==> run_1/drive_strength.png <==
Scale: 8 px per um.
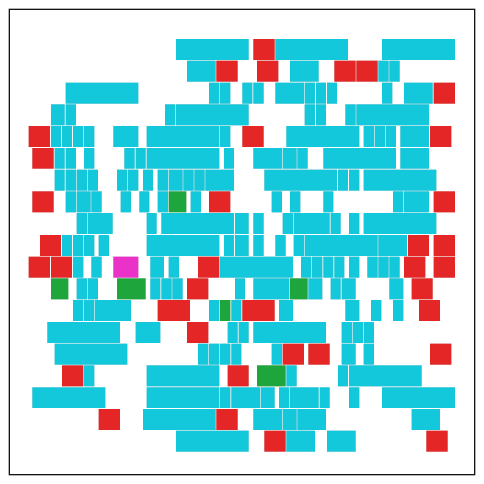
==> run_1/gate_families.png <==
Scale: 8 px per um.
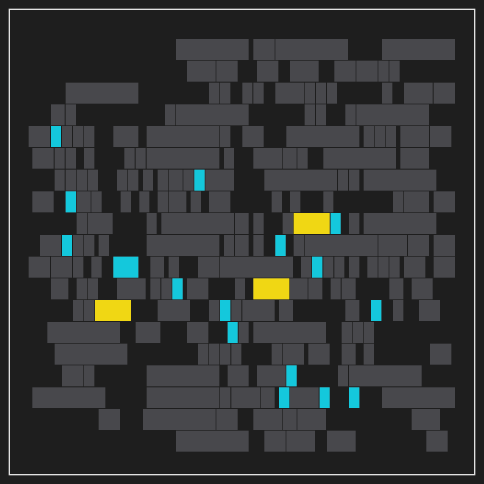
==> run_1/final_congestion.png <==
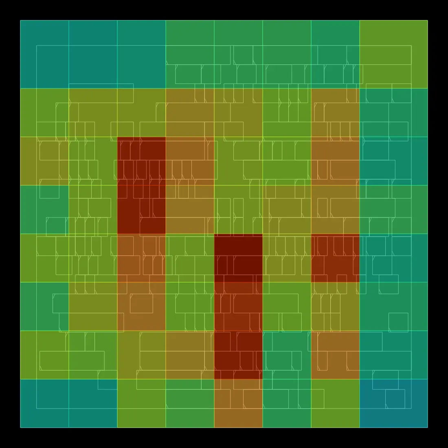
File: src/rtl/cpu_pkg.sv
// cpu_pkg: shared widths, opcode/register codes and fetch FSM state for the CPU front end
package cpu_pkg;
  localparam int ADDR_W = 5;
  localparam int INS_W  = 6;
  localparam int CNT_W  = 8;
  localparam logic [3:0] OPCODE_NOP = 4'h0;
  localparam logic [3:0] OPCODE_ADD = 4'h1;
  localparam logic [3:0] OPCODE_SUB = 4'h2;
  localparam logic [3:0] OPCODE_AND = 4'h3;
  localparam logic [3:0] OPCODE_OR  = 4'h4;
  localparam logic [3:0] OPCODE_XOR = 4'h5;
  localparam logic [1:0] R0 = 2'd0;
  localparam logic [1:0] R1 = 2'd1;
  localparam logic [1:0] R2 = 2'd2;
  localparam logic [1:0] R3 = 2'd3;
  typedef enum logic {RUN, HALT} fetch_state_t;
  function automatic logic [INS_W-1:0] mk_ins(input logic [3:0] op, input logic [1:0] rg);
    return {op, rg};
  endfunction
endpackage

File: src/rtl/program_counter.sv
// program_counter: PC register with load/increment/hold and a one-cycle wrap pulse
module program_counter #(
  parameter int ADDR_W = 5,
  parameter logic [ADDR_W-1:0] RESET_ADDR = '0
) (
  input  logic              clk,
  input  logic              rst_n,
  input  logic              i_load,
  input  logic              i_inc,
  input  logic [ADDR_W-1:0] i_load_addr,
  output logic [ADDR_W-1:0] o_pc,
  output logic              o_wrap
);
  logic [ADDR_W-1:0] r_pc;
  logic              r_wrap;
  always_ff @(posedge clk or negedge rst_n) begin
    if (!rst_n) begin
      r_pc   <= RESET_ADDR;
      r_wrap <= 1'b0;
    end else begin
      r_pc   <= i_load ? i_load_addr : i_inc ? r_pc + 1'b1 : r_pc;
      r_wrap <= !i_load && i_inc && (&r_pc);
    end
  end
  assign o_pc   = r_pc;
  assign o_wrap = r_wrap;
endmodule

File: src/rtl/instr_fetch_unit.sv
// instr_fetch_unit: fetch stage owning the PC, instruction register, run/halt FSM and fetch counter
module instr_fetch_unit #(
  parameter int ADDR_W = cpu_pkg::ADDR_W,
  parameter int INS_W  = cpu_pkg::INS_W,
  parameter logic [ADDR_W-1:0] RESET_ADDR = '0,
  parameter int CNT_W  = cpu_pkg::CNT_W
) (
  input  logic              clk,
  input  logic              rst_n,
  input  logic              stall,
  input  logic              jump_en,
  input  logic [ADDR_W-1:0] jump_addr,
  input  logic              halt,
  input  logic              resume,
  output logic [ADDR_W-1:0] pc_addr,
  input  logic [INS_W-1:0]  ins_in,
  output logic [INS_W-1:0]  ir_out,
  output logic [ADDR_W-1:0] ir_pc,
  output logic              ir_valid,
  output logic              pc_wrap,
  output logic              halted,
  output logic [CNT_W-1:0]  fetch_cnt
);
  import cpu_pkg::*;
  localparam logic [INS_W-1:0] NOP_INS = INS_W'({OPCODE_NOP, R0});
  fetch_state_t      r_state;
  logic [INS_W-1:0]  r_ir;
  logic [ADDR_W-1:0] r_ir_pc;
  logic              r_valid;
  logic [CNT_W-1:0]  r_cnt;
  logic              w_active;
  logic              w_jump;
  logic              w_fetch;
  // a halt request pre-empts jump/fetch on the same edge
  assign w_active = (r_state == RUN) && !halt;
  assign w_jump   = w_active && jump_en;
  assign w_fetch  = w_active && !jump_en && !stall;
  program_counter #(.ADDR_W(ADDR_W), .RESET_ADDR(RESET_ADDR)) u_pc (
    .clk        (clk),
    .rst_n      (rst_n),
    .i_load     (w_jump),
    .i_inc      (w_fetch),
    .i_load_addr(jump_addr),
    .o_pc       (pc_addr),
    .o_wrap     (pc_wrap)
  );
  always_ff @(posedge clk or negedge rst_n) begin
    if (!rst_n) begin
      r_state <= RUN;
      r_ir    <= NOP_INS;
      r_ir_pc <= '0;
      r_valid <= 1'b0;
      r_cnt   <= '0;
    end else begin
      r_state <= halt ? HALT : (r_state == HALT && resume) ? RUN : r_state;
      if (w_jump) begin
        r_ir    <= NOP_INS;
        r_valid <= 1'b0;
      end else if (w_fetch) begin
        r_ir    <= ins_in;
        r_ir_pc <= pc_addr;
        r_valid <= 1'b1;
        r_cnt   <= (&r_cnt) ? r_cnt : r_cnt + 1'b1;
      end else if (!w_active) begin
        r_valid <= 1'b0;
      end
    end
  end
  assign ir_out    = r_ir;
  assign ir_pc     = r_ir_pc;
  assign ir_valid  = r_valid;
  assign halted    = (r_state == HALT);
  assign fetch_cnt = r_cnt;
endmodule

File: config.mk
export PLATFORM = sky130hd
export DESIGN_NAME = instr_fetch_unit
export DESIGN_NICKNAME = d
export VERILOG_FILES = /design/src/rtl/cpu_pkg.sv /design/src/rtl/program_counter.sv /design/src/rtl/instr_fetch_unit.sv
export SDC_FILE = /design/constraint.sdc
export NUM_CORES = 1
export LEC_CHECK = 0
export ABC_AREA = 1
export ABC_CLOCK_PERIOD_IN_PS = 1710
export CORE_MARGIN = 2
export CORE_UTILIZATION = 45
export DETAILED_ROUTE_END_ITERATION = 16
export HOLD_SLACK_MARGIN = 0.15
export PLACE_DENSITY = 0.8
export SLEW_MARGIN = 5
export SYNTH_ARGS = -nofsm -noshare
export SYNTH_HDL_FRONTEND = slang
export SYNTH_SLANG_ARGS = --single-unit
File: constraint.sdc
create_clock -name clk -period 1.71 [get_ports clk]
set_input_delay 0.2565 -clock clk [delete_from_list [all_inputs] [get_ports clk]]
set_output_delay 0.2565 -clock clk [all_outputs]
set_load 0.05 [all_outputs]
==> results.sh, run 1 <==
# source this file to load flow results
export IMPL_io_pins=44
export IMPL_max_freq_mhz=685.3
export IMPL_clock_skew_ps=11.19
export IMPL_cts_htree_levels=1
export IMPL_seq_share=0.3846
export IMPL_drive_gt1_frac=0.1991
export IMPL_comb_multi_input_count=122
export IMPL_fp_util=0.4755
export IMPL_core_area_um2=2758
export IMPL_cp_endpoint="pc_wrap"
export IMPL_cp_cell_sequence="dlygate4sd2_1"
export IMPL_drv_slew=0
export IMPL_pre_cts_slack_ps=147.9
export IMPL_final_core_util=0.6370
export IMPL_power_density_nw_per_um2=1220
export IMPL_common_cells="nand2_1 (87), dfrtp_1 (27), inv_1 (14)"
export IMPL_fill_cells=254
export IMPL_wl_um=2953
export IMPL_rrSetupSlack_ps=320
export IMPL_synth_nets=188
export IMPL_ant_nets=0
export IMPL_cts_buffer_depth=2
export IMPL_crit_family="buffers and inverters"
export IMPL_outcome="completed"
export IMPL_dieHeight_um=57.98
export IMPL_clock_buffers=3
export IMPL_chipArea_um2=3362
export IMPL_flop_count=27
export IMPL_dp_cells=243
export IMPL_largest_register_ffs=8
export IMPL_r2r_end="fetch_cnt[3]"
export IMPL_synth_edff_count=0
export IMPL_num_tap_cells=31
export IMPL_ff2ff_path_depth=8
export IMPL_clock_area_frac=0.01709
export IMPL_grt_overflow=0
export IMPL_holdWs_ps=285.7
export IMPL_path_max_fanout=1
export IMPL_cp_arrival_ps=1200
export IMPL_cts_resized=1
export IMPL_gp_congestion=0.7687
export IMPL_logic_area_um2=553.0
Notes on drive_strength.png above:
colour	size	cells
cyan	drive 1 or less	173
red	drive 3 to 4	36
green	drive 2	6
magenta	drive 6 and up	1
Area Overhead vs Synth: 33.97%
final cell area excluding filler cells: 1757 um2
final setup margin: 250.8 ps

Notes on gate_families.png above:
colour	family	cells
cyan	inverters	16
yellow	adder and majority cells	3
Final Non-Filler Cells: 247
Comb/total area: 0.3148
most frequent logic cell in the layout: nand2_1

Notes on final_congestion.png above:
GRT met2 Usage: 0.3474
grt met1 use: 0.2482
routed length per instance: 11.96 um
GRT Util Overall: 0.1983

run 1: metal layers:
metal / wire length [um] / track usage
met5: 0 / 0
met4: 46 / 0.07641
met3: 163 / 0.02679
met2: 1475 / 0.3474
met1: 1267 / 0.2482
run 1: power breakdown:
group,total (mW),switching [mW],internal [mW]
Clock,0.281,0.192,0.0893
Sequential,0.897,0.135,0.762
Combinational,0.964,0.656,0.308
run 1: logic make-up after synthesis:
| family | count (synthesis) | synth area share |
|---|---|---|
| and+or+nand+nor | 109 | 0.3464 |
| adders and majority gates | 3 | 0.02863 |
| DFF | 27 | 0.5153 |
| AOI/OAI and AO/OA | 7 | 0.02671 |
| buffers and inverters | 19 | 0.06298 |
| xor gates and xnor gates | 3 | 0.02004 |
==> run_1/met3.png <==
Scale: 4 px per um.
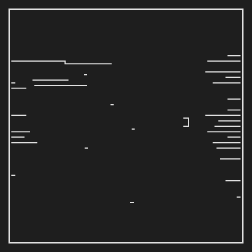

==> run 2, diff against run 1 <==
Settings changed: CELL_PAD_IN_SITES_DETAIL_PLACEMENT set to 1, CELL_PAD_IN_SITES_GLOBAL_PLACEMENT set to 1, CORE_UTILIZATION 45 to 32.
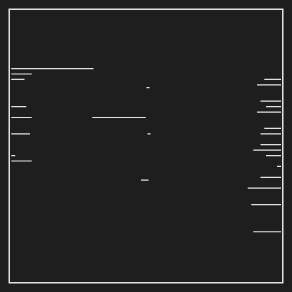
(run_2/met3.png)
Scale: 4 px per um.
nets with wire on the layer	24
share of all routed wire	4.2%
wire length on this layer	136 um
longest straight run	20.2 um
main direction	horizontal

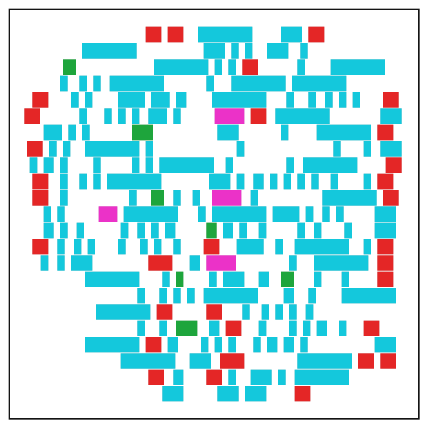
(run_2/drive_strength.png)
Scale: 6 px per um.
colour	size	cells
magenta	drive 6 and up	4
green	drive 2	7
red	drive 3 to 4	32
cyan	drive 1 or less	173

==> run 2 against run 1 <==
Against the previous run: synthesized cell count stayed put; utilization is 18 points lower; worst hold slack gained 68 ps; critical path type unchanged.
==> results.sh, run 2 <==
# source this file to load flow results
export IMPL_outcome="completed"
export IMPL_grtUsageMet1=0.1940
export IMPL_use_met3=0.02467
export IMPL_comb_multi_input_count=122
export IMPL_p_sw_frac=0.4467
export IMPL_comb_power_uw=966
export IMPL_xor_share=0.02004
export IMPL_grt_overflow=0
export IMPL_power_top_consumer="combinational cells"
export IMPL_cts_buffer_depth=2
export IMPL_synth_nets=188
export IMPL_final_cell_area_um2=1798
export IMPL_wl_met1_um=1499
export IMPL_logic_area_um2=553.0
export IMPL_p_clk_uw=366
export IMPL_common_cells="nand2_1 (87), dfrtp_1 (27), inv_1 (14)"
export IMPL_pre_cts_slack_ps=164.0
export IMPL_cp_arrival_ps=1390
export IMPL_cp_endpoint="pc_wrap"
export IMPL_seq_share=0.3758
export IMPL_largest_register_ffs=8
export IMPL_max_freq_mhz=606.1
export IMPL_synthMuxAreaShare=0
export IMPL_layout_top_cell="nand2_1"
export IMPL_gp_congestion=0.7523
export IMPL_wire_per_inst_um=12.33
export IMPL_drive_gt1_frac=0.1991
export IMPL_rrSetupSlack_ps=320
export IMPL_clock_skew_ps=7.439
export IMPL_adder_share=0.02863
export IMPL_drv_slew=0
export IMPL_final_core_util=0.4527
export IMPL_grt_usage=0.1555
export IMPL_flop_count=27
export IMPL_clock_buffers=3
export IMPL_core_area_um2=3971
export IMPL_fill_cells=501
export IMPL_wl_met2_um=1610
export IMPL_grt_met2_usage=0.2755
export IMPL_top_layer_used="met4"
export IMPL_power_density_nw_per_um2=1241
export IMPL_holdWs_ps=353.9
export IMPL_wl_met3_um=136
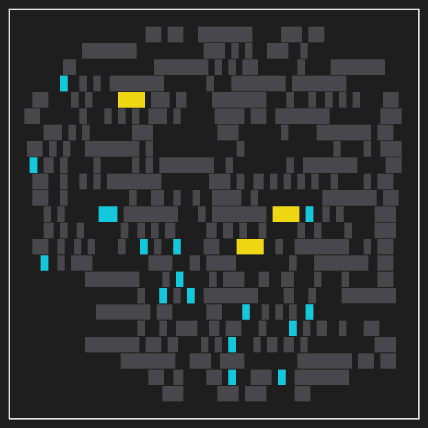
(run_2/gate_families.png)
Scale: 6 px per um.
colour	family	cells
cyan	inverters	16
yellow	adder and majority cells	3
Comb/total area: 0.3076
Final Non-Filler Cells: 266

run 2: cell types whose count changed in the layout (fill, tap and decap cells not counted):
cell / delta
clkdlybuf4s50_1: +1
dlygate4sd2_1: -1
clkinv_2: +1
clkinvlp_4: -1
clkbuf_4: -3
clkbuf_8: +3
run 2: worst min path at each step:
| stage | cells after the start | slack (ps) | from | to |
|---|---|---|---|---|
| 4_1_cts | 2 | 370 | rst_n | u_pc.o_pc[3] |
| 6_report | 2 | 350 | rst_n | ir_pc[1] |
| 3_3_place_gp | 2 | 470 | ir_out[3] | ir_out[3] |
| 5_1_grt | 2 | 380 | rst_n | ir_pc[3] |
| 3_5_place_dp | 2 | 480 | ir_pc[1] | ir_pc[1] |
| 2_1_floorplan | 0 | -40 | rst_n | fetch_cnt[0] |
Power is estimated from default activity; no workload was simulated.
